==> config.mk <==
export PLATFORM = sky130hd
export DESIGN_NAME = sort_seq
export DESIGN_NICKNAME = d
export VERILOG_FILES = /design/src/rtl/mu0_defs.sv /design/src/rtl/sort_mem_xfer.sv /design/src/rtl/sort_seq.sv
export SDC_FILE = /design/constraint.sdc
export NUM_CORES = 1
export LEC_CHECK = 0
export ABC_AREA = 0
export CORE_ASPECT_RATIO = 0.5
export CORE_MARGIN = 10
export CORE_UTILIZATION = 30
export CTS_CLUSTER_DIAMETER = 80
export DETAILED_ROUTE_END_ITERATION = 6
export MAX_ROUTING_LAYER = met4
export PLACE_DENSITY = 0.49
export SETUP_SLACK_MARGIN = 0.1
export SLEW_MARGIN = 20
export SYNTH_ARGS = -nofsm -noshare
export SYNTH_HDL_FRONTEND = slang
export SYNTH_SLANG_ARGS = --single-unit
==> constraint.sdc <==
create_clock -name clk -period 5.7 [get_ports clk]
set_clock_uncertainty 0.15 [all_clocks]
set_input_delay 0.57 -clock clk [delete_from_list [all_inputs] [get_ports clk]]
set_output_delay 0.57 -clock clk [all_outputs]
set_load 0.05 [all_outputs]
==> src/rtl/mu0_defs.sv <==
// Shared definitions for the MU0 indexed core: sort sequencer states,
// memory read/write encoding, default datapath widths.
// No logic; consumed by sort_seq and sort_mem_xfer.
package mu0_defs;

  localparam int AW_DEF = 12;
  localparam int DW_DEF = 16;
  localparam int CW_DEF = 12;

  // mem_rnw encoding
  localparam logic MEM_RD = 1'b1;
  localparam logic MEM_WR = 1'b0;

  // Sort sequencer state encoding
  localparam logic [2:0] ST_IDLE     = 3'd0;
  localparam logic [2:0] ST_RD_A     = 3'd1;
  localparam logic [2:0] ST_RD_B     = 3'd2;
  localparam logic [2:0] ST_CMP      = 3'd3;
  localparam logic [2:0] ST_WR_LO    = 3'd4;
  localparam logic [2:0] ST_WR_HI    = 3'd5;
  localparam logic [2:0] ST_PASS_END = 3'd6;
  localparam logic [2:0] ST_DONE     = 3'd7;

  typedef enum logic [2:0] {
    S_IDLE     = ST_IDLE,
    S_RD_A     = ST_RD_A,
    S_RD_B     = ST_RD_B,
    S_CMP      = ST_CMP,
    S_WR_LO    = ST_WR_LO,
    S_WR_HI    = ST_WR_HI,
    S_PASS_END = ST_PASS_END,
    S_DONE     = ST_DONE
  } sort_state_e;

  // 16-bit counter increment that sticks at all-ones
  function automatic logic [15:0] sat_inc16(input logic [15:0] v);
    return (v == 16'hFFFF) ? v : v + 16'd1;
  endfunction

endpackage

==> src/rtl/sort_mem_xfer.sv <==
// Memory request/acknowledge engine: one go pulse -> one transaction -> one ack pulse.
// Latency: request visible in the go cycle; ack pulse one cycle after mem_ack (that cycle is the mandatory idle gap).
// Backpressure: holds addr/rnw/wdata stable until mem_ack; caller must not pulse go while a transaction is pending.
module sort_mem_xfer import mu0_defs::*; #(
  parameter int AW = AW_DEF,
  parameter int DW = DW_DEF
) (
  input  logic          clk,
  input  logic          reset_n,
  input  logic          go,
  input  logic          rnw,
  input  logic [AW-1:0] addr,
  input  logic [DW-1:0] wdata,
  output logic          pend,
  output logic          ack,
  output logic [DW-1:0] rdata,
  output logic          mem_rq,
  output logic          mem_rnw,
  output logic [AW-1:0] mem_addr,
  output logic [DW-1:0] mem_wdata,
  input  logic [DW-1:0] mem_rdata,
  input  logic          mem_ack
);

  logic          rq_q, rq_d;
  logic          rnw_q, rnw_d;
  logic [AW-1:0] addr_q, addr_d;
  logic [DW-1:0] wdata_q, wdata_d;
  logic          ack_q, ack_d;
  logic [DW-1:0] rdata_q, rdata_d;

  // The go cycle drives the bus straight from the caller so a zero-wait ack
  // can land in the first request cycle; later cycles come from the hold regs.
  assign mem_rq    = go | rq_q;
  assign mem_rnw   = go ? rnw   : rnw_q;
  assign mem_addr  = go ? addr  : addr_q;
  assign mem_wdata = go ? wdata : wdata_q;
  assign pend      = rq_q;
  assign ack       = ack_q;
  assign rdata     = rdata_q;

  // Capture request on go, retire on mem_ack; the ack pulse fills the idle gap
  always_comb begin
    rq_d    = rq_q;
    rnw_d   = rnw_q;
    addr_d  = addr_q;
    wdata_d = wdata_q;
    ack_d   = 1'b0;
    rdata_d = rdata_q;
    if (go) begin
      rnw_d   = rnw;
      addr_d  = addr;
      wdata_d = wdata;
    end
    if (mem_rq) begin
      if (mem_ack) begin
        rq_d  = 1'b0;
        ack_d = 1'b1;
        if (mem_rnw == MEM_RD) rdata_d = mem_rdata;
      end else begin
        rq_d = 1'b1;
      end
    end
  end

  // Hold registers; reset drops the request immediately
  always_ff @(posedge clk or negedge reset_n) begin
    if (!reset_n) begin
      rq_q    <= 1'b0;
      rnw_q   <= 1'b0;
      addr_q  <= '0;
      wdata_q <= '0;
      ack_q   <= 1'b0;
      rdata_q <= '0;
    end else begin
      rq_q    <= rq_d;
      rnw_q   <= rnw_d;
      addr_q  <= addr_d;
      wdata_q <= wdata_d;
      ack_q   <= ack_d;
      rdata_q <= rdata_d;
    end
  end

endmodule

==> src/rtl/sort_seq.sv <==
// In-memory bubble sort of signed words (optional SORT_EARLY_EXIT_EN: stop after a swap-free pass).
// Latency: 2 cycles for len<2; zero-wait memory costs 3 cycles per plain compare, 7 per swap.
// Backpressure: each memory state waits on mem_ack indefinitely; start ignored unless idle.
module sort_seq import mu0_defs::*; #(
  parameter int AW = AW_DEF,
  parameter int DW = DW_DEF,
  parameter int CW = CW_DEF
) (
  input  logic          clk,
  input  logic          reset_n,
  input  logic          start,
  input  logic [AW-1:0] base,
  input  logic [CW-1:0] len,
  output logic          busy,
  output logic          done,
  output logic [15:0]   swap_cnt,
  output logic          mem_rq,
  output logic          mem_rnw,
  output logic [AW-1:0] mem_addr,
  output logic [DW-1:0] mem_wdata,
  input  logic [DW-1:0] mem_rdata,
  input  logic          mem_ack
);

  sort_state_e   state_q, state_d;
  logic [AW-1:0] base_q, base_d;
  logic [CW-1:0] p_q, p_d;
  logic [CW-1:0] j_q, j_d;
  logic [DW-1:0] a_q, a_d;
  logic [DW-1:0] b_q, b_d;
  logic          swp_q, swp_d;
  logic [15:0]   swap_cnt_q, swap_cnt_d;

  logic          x_go, x_rnw, x_pend, x_ack;
  logic [AW-1:0] x_addr;
  logic [DW-1:0] x_wdata, x_rdata;
  logic [AW-1:0] addr_j, addr_j1;
  logic          go_ok, adv, pass_stop;

  // Address arithmetic wraps modulo 2^AW by truncation
  assign addr_j  = base_q + AW'(j_q);
  assign addr_j1 = base_q + AW'(j_q) + AW'(1);
  assign go_ok   = !x_pend && !x_ack;

  assign busy     = (state_q != S_IDLE) && (state_q != S_DONE);
  assign done     = (state_q == S_DONE);
  assign swap_cnt = swap_cnt_q;

  sort_mem_xfer #(.AW(AW), .DW(DW)) u_xfer (
    .clk       (clk),
    .reset_n   (reset_n),
    .go        (x_go),
    .rnw       (x_rnw),
    .addr      (x_addr),
    .wdata     (x_wdata),
    .pend      (x_pend),
    .ack       (x_ack),
    .rdata     (x_rdata),
    .mem_rq    (mem_rq),
    .mem_rnw   (mem_rnw),
    .mem_addr  (mem_addr),
    .mem_wdata (mem_wdata),
    .mem_rdata (mem_rdata),
    .mem_ack   (mem_ack)
  );

  // Next-state, datapath updates and memory commands for the sort sequence
  always_comb begin
    state_d    = state_q;
    base_d     = base_q;
    p_d        = p_q;
    j_d        = j_q;
    a_d        = a_q;
    b_d        = b_q;
    swp_d      = swp_q;
    swap_cnt_d = swap_cnt_q;
    x_go       = 1'b0;
    x_rnw      = MEM_RD;
    x_addr     = base_q;
    x_wdata    = '0;
    adv        = 1'b0;
    pass_stop  = 1'b0;
    case (state_q)
      S_IDLE: begin
        if (start) begin
          base_d     = base;
          p_d        = len - CW'(1);
          swap_cnt_d = '0;
          swp_d      = 1'b0;
          state_d    = (len < CW'(2)) ? S_DONE : S_RD_A;
        end
      end
      S_RD_A: begin
        x_go   = go_ok;
        x_addr = base_q;
        if (x_ack) begin
          a_d     = x_rdata;
          j_d     = '0;
          state_d = S_RD_B;
        end
      end
      S_RD_B: begin
        x_go   = go_ok;
        x_addr = addr_j1;
        if (x_ack) begin
          b_d     = x_rdata;
          state_d = S_CMP;
        end
      end
      S_CMP: begin
        if ($signed(a_q) > $signed(b_q)) begin
          swp_d      = 1'b1;
          swap_cnt_d = sat_inc16(swap_cnt_q);
          state_d    = S_WR_LO;
        end else begin
          a_d = b_q;
          adv = 1'b1;
        end
      end
      S_WR_LO: begin
        x_go    = go_ok;
        x_rnw   = MEM_WR;
        x_addr  = addr_j;
        x_wdata = b_q;
        if (x_ack) state_d = S_WR_HI;
      end
      S_WR_HI: begin
        // A already holds the larger value and carries into the next compare
        x_go    = go_ok;
        x_rnw   = MEM_WR;
        x_addr  = addr_j1;
        x_wdata = a_q;
        if (x_ack) adv = 1'b1;
      end
      S_PASS_END: begin
        p_d = p_q - CW'(1);
`ifdef SORT_EARLY_EXIT_EN
        pass_stop = (p_d == '0) || !swp_q;
`else
        pass_stop = (p_d == '0);
`endif
        if (pass_stop) begin
          state_d = S_DONE;
        end else begin
          swp_d   = 1'b0;
          state_d = S_RD_A;
        end
      end
      S_DONE: state_d = S_IDLE;
      default: state_d = S_IDLE;
    endcase
    if (adv) begin
      j_d     = j_q + CW'(1);
      state_d = (j_d == p_q) ? S_PASS_END : S_RD_B;
    end
  end

  // Sequencer state and datapath registers
  always_ff @(posedge clk or negedge reset_n) begin
    if (!reset_n) begin
      state_q    <= S_IDLE;
      base_q     <= '0;
      p_q        <= '0;
      j_q        <= '0;
      a_q        <= '0;
      b_q        <= '0;
      swp_q      <= 1'b0;
      swap_cnt_q <= '0;
    end else begin
      state_q    <= state_d;
      base_q     <= base_d;
      p_q        <= p_d;
      j_q        <= j_d;
      a_q        <= a_d;
      b_q        <= b_d;
      swp_q      <= swp_d;
      swap_cnt_q <= swap_cnt_d;
    end
  end

endmodule

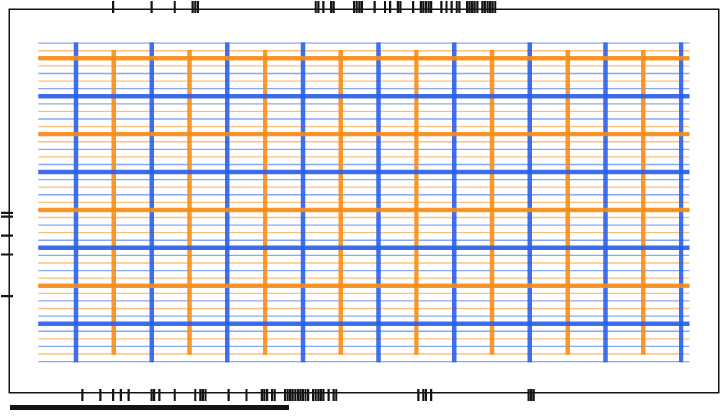
Figure 1: run 1, supply network.
Scale bar: 100 µm. Pins as bars on the die edge.
- orange: VDD
- blue: VSS
- signal pins: 92
- met4 straps: 17
- met1 rails: 43
- rows: 42
- met5 straps: 8

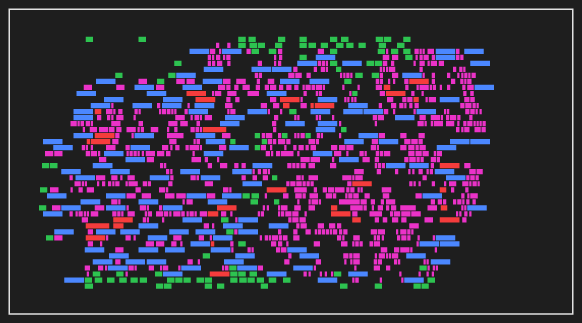
Figure 2: run 1, cells colored by class.
- red: clock drivers and dummy loads (cells 32)
- magenta: remaining logic cells (cells 729)
- green: remaining buffers and delay cells (cells 102)
- blue: registers (cells 134)

==> results.cfg, run 1 <==
; physical design summary
[pwr]
switching_share = 0.469
vdd_drop_max_mv = 0.309
comb_power_share = 0.515

[critical_path]
setup.reg_to_reg.worst_slack_ns = 2.18
crit_chain = ha_1 -> fa_1 -> xor2_1 -> nand3_1 -> nor3_1 -> nand4_1 -> or3_1 -> or3_1 -> a31oi_1 -> a21o_1 -> clkdlybuf4s50_1
timing.critical_path.max_delay_family = simple AND/OR/NAND/NOR gates
crit_type = reg -> out
setup.worst_path.start_class = flop
critical_path.most_common_cell = sky130_fd_sc_hd__or3_1
critical_path.n_buffers_inverters = 1
critical_path_required_ns = 4.98

[synth]
yosysUniqueCellTypes = 78
synth_flop_count = 134
yosys.cell_count.top_type = sky130_fd_sc_hd__dfrtp_1
syn-instance-count = 913
tally_of_yosys_warning_messages = 0
netlist_top_cells_area = sky130_fd_sc_hd__dfrtp_1 41%, sky130_fd_sc_hd__nand2_1 5.7%, sky130_fd_sc_hd__ha_1 5.0%
fa_ha_area_frac = 0.0527
yosysChipArea_um2 = 8220
synth_stat.cells = 913
yosysTopAreaCellShare = 0.408
ys_dominant_reg_cell = sky130_fd_sc_hd__dfrtp_1

[route]
detail_route.wl_per_cell_um = 18.3
drt_first_iter_violations = 539
detailedRoute.firstPassIterationCount = 6
met2_wirelength_mm = 11.8
route.antenna.remaining_nets = 0

[floorplanning]
die_h_um = 137
chip_area_um2 = 34800

[global_route]
initial_antenna_violation_count = 0
grt_first_pass_wirelength_mm = 39.8
groute.layer.met3.usage = 0.0354
globalRoute.busiestLayer = met2

[clocking]
cts.path.max_buffers = 2
cts.htree.levels = 4
cts_sinks = 134
post_cts_resize_count = 0

[run_status]
status = finished, final reports clean

[placed_design]
dp_cells = 1317
dpl-instance-area_um2 = 9430

[layout]
multi_input_comb_area_um2 = 4460
dominant-cell-class = combinational gates
clock_buffers = 19
clkCellAreaFrac = 0.0598

[timing]
maxSlewHeadroom = 0.236
final.period_utilization = 0.912
worst_slack_ns = 0.503
setup_viol = 0
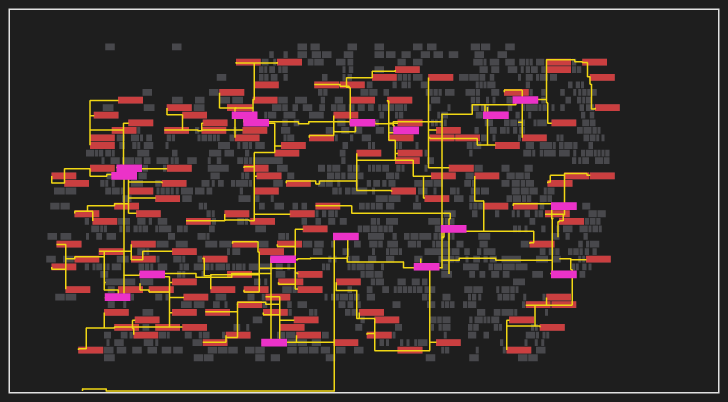
Figure 3: run 1, clock distribution.
- red: flip-flops (count 134)
- yellow: clock wires (length 2200 µm)
- magenta: clock-net drivers (count 17)
- flops lie: widely spread
- routed clock nets: 18
clock-net power: 0.00113 W
Latency at later pin: 0.44 ns
Clock power frac: 0.198

==> inputs of run 2 (changes only) <==
--- a/config.mk
+++ b/config.mk
@@ -10,10 +10,11 @@
 export CORE_MARGIN = 10
 export CORE_UTILIZATION = 30
 export CTS_CLUSTER_DIAMETER = 80
+export CTS_CLUSTER_SIZE = 10
 export DETAILED_ROUTE_END_ITERATION = 6
 export MAX_ROUTING_LAYER = met4
 export PLACE_DENSITY = 0.49
-export SETUP_SLACK_MARGIN = 0.1
+export SETUP_SLACK_MARGIN = 0.15
 export SLEW_MARGIN = 20
 export SYNTH_ARGS = -nofsm -noshare
 export SYNTH_HDL_FRONTEND = slang
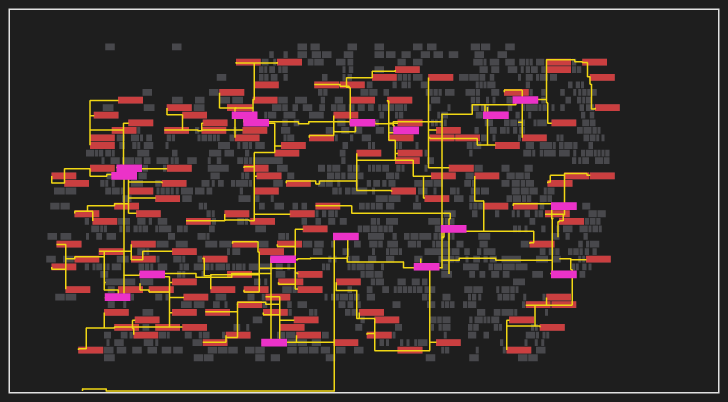
Figure 4: run 2, clock distribution.
- red: flip-flops (count 134)
- yellow: clock wires (length 2200 µm)
- magenta: clock-net drivers (count 17)
- routed clock nets: 18
- flops lie: widely spread

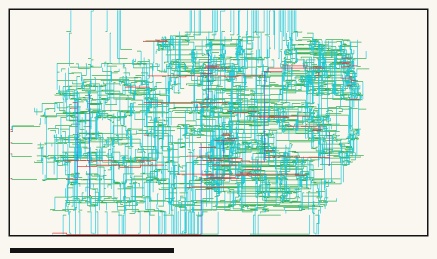
Figure 5: run 2, metal layers overlaid.
Scale bar: 100 µm.
- blue: M4 (wire length 275 µm)
- red: M3 (wire length 1000 µm)
- green: M1 (wire length 11500 µm)
- cyan: M2 (wire length 11800 µm)
overall fraction of global-route tracks in use: 0.150
count of vias placed by the detailed router: 7055
drt wl/cell: 18.3 µm

==> results.cfg, run 2 <==
; physical design summary
[critical_path]
crit_type = reg -> out
setup.worst_path.start_class = flop
critical_path_required_ns = 4.98

[synth]
yosysTopAreaCellShare = 0.408
yosys.cell_count.top_type = sky130_fd_sc_hd__dfrtp_1
yosysChipArea_um2 = 8220

[global_route]
initial_antenna_violation_count = 0
globalRoute.busiestLayer = met2
grt_first_pass_wirelength_mm = 39.8

[run_status]
status = finished, final reports clean

[timing]
setup_viol = 0
maxSlewHeadroom = 0.236
worst_slack_ns = 0.503

[clocking]
cts.path.max_buffers = 2
cts.htree.levels = 4

[floorplanning]
die_h_um = 137

[layout]
dominant-cell-class = combinational gates
multi_input_comb_area_um2 = 4460
clkCellAreaFrac = 0.0598

[route]
route.antenna.remaining_nets = 0

[placed_design]
dp_cells = 1317
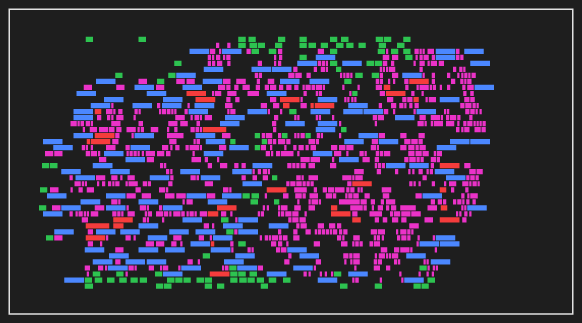
Figure 6: run 2, cells colored by class.
Row Count: 42
post-layout utilization of the core: 0.376
final instance area: 10000 µm²
share of cell area taken by flip-flops and latches: 0.334

Power is estimated from default activity; no workload was simulated.
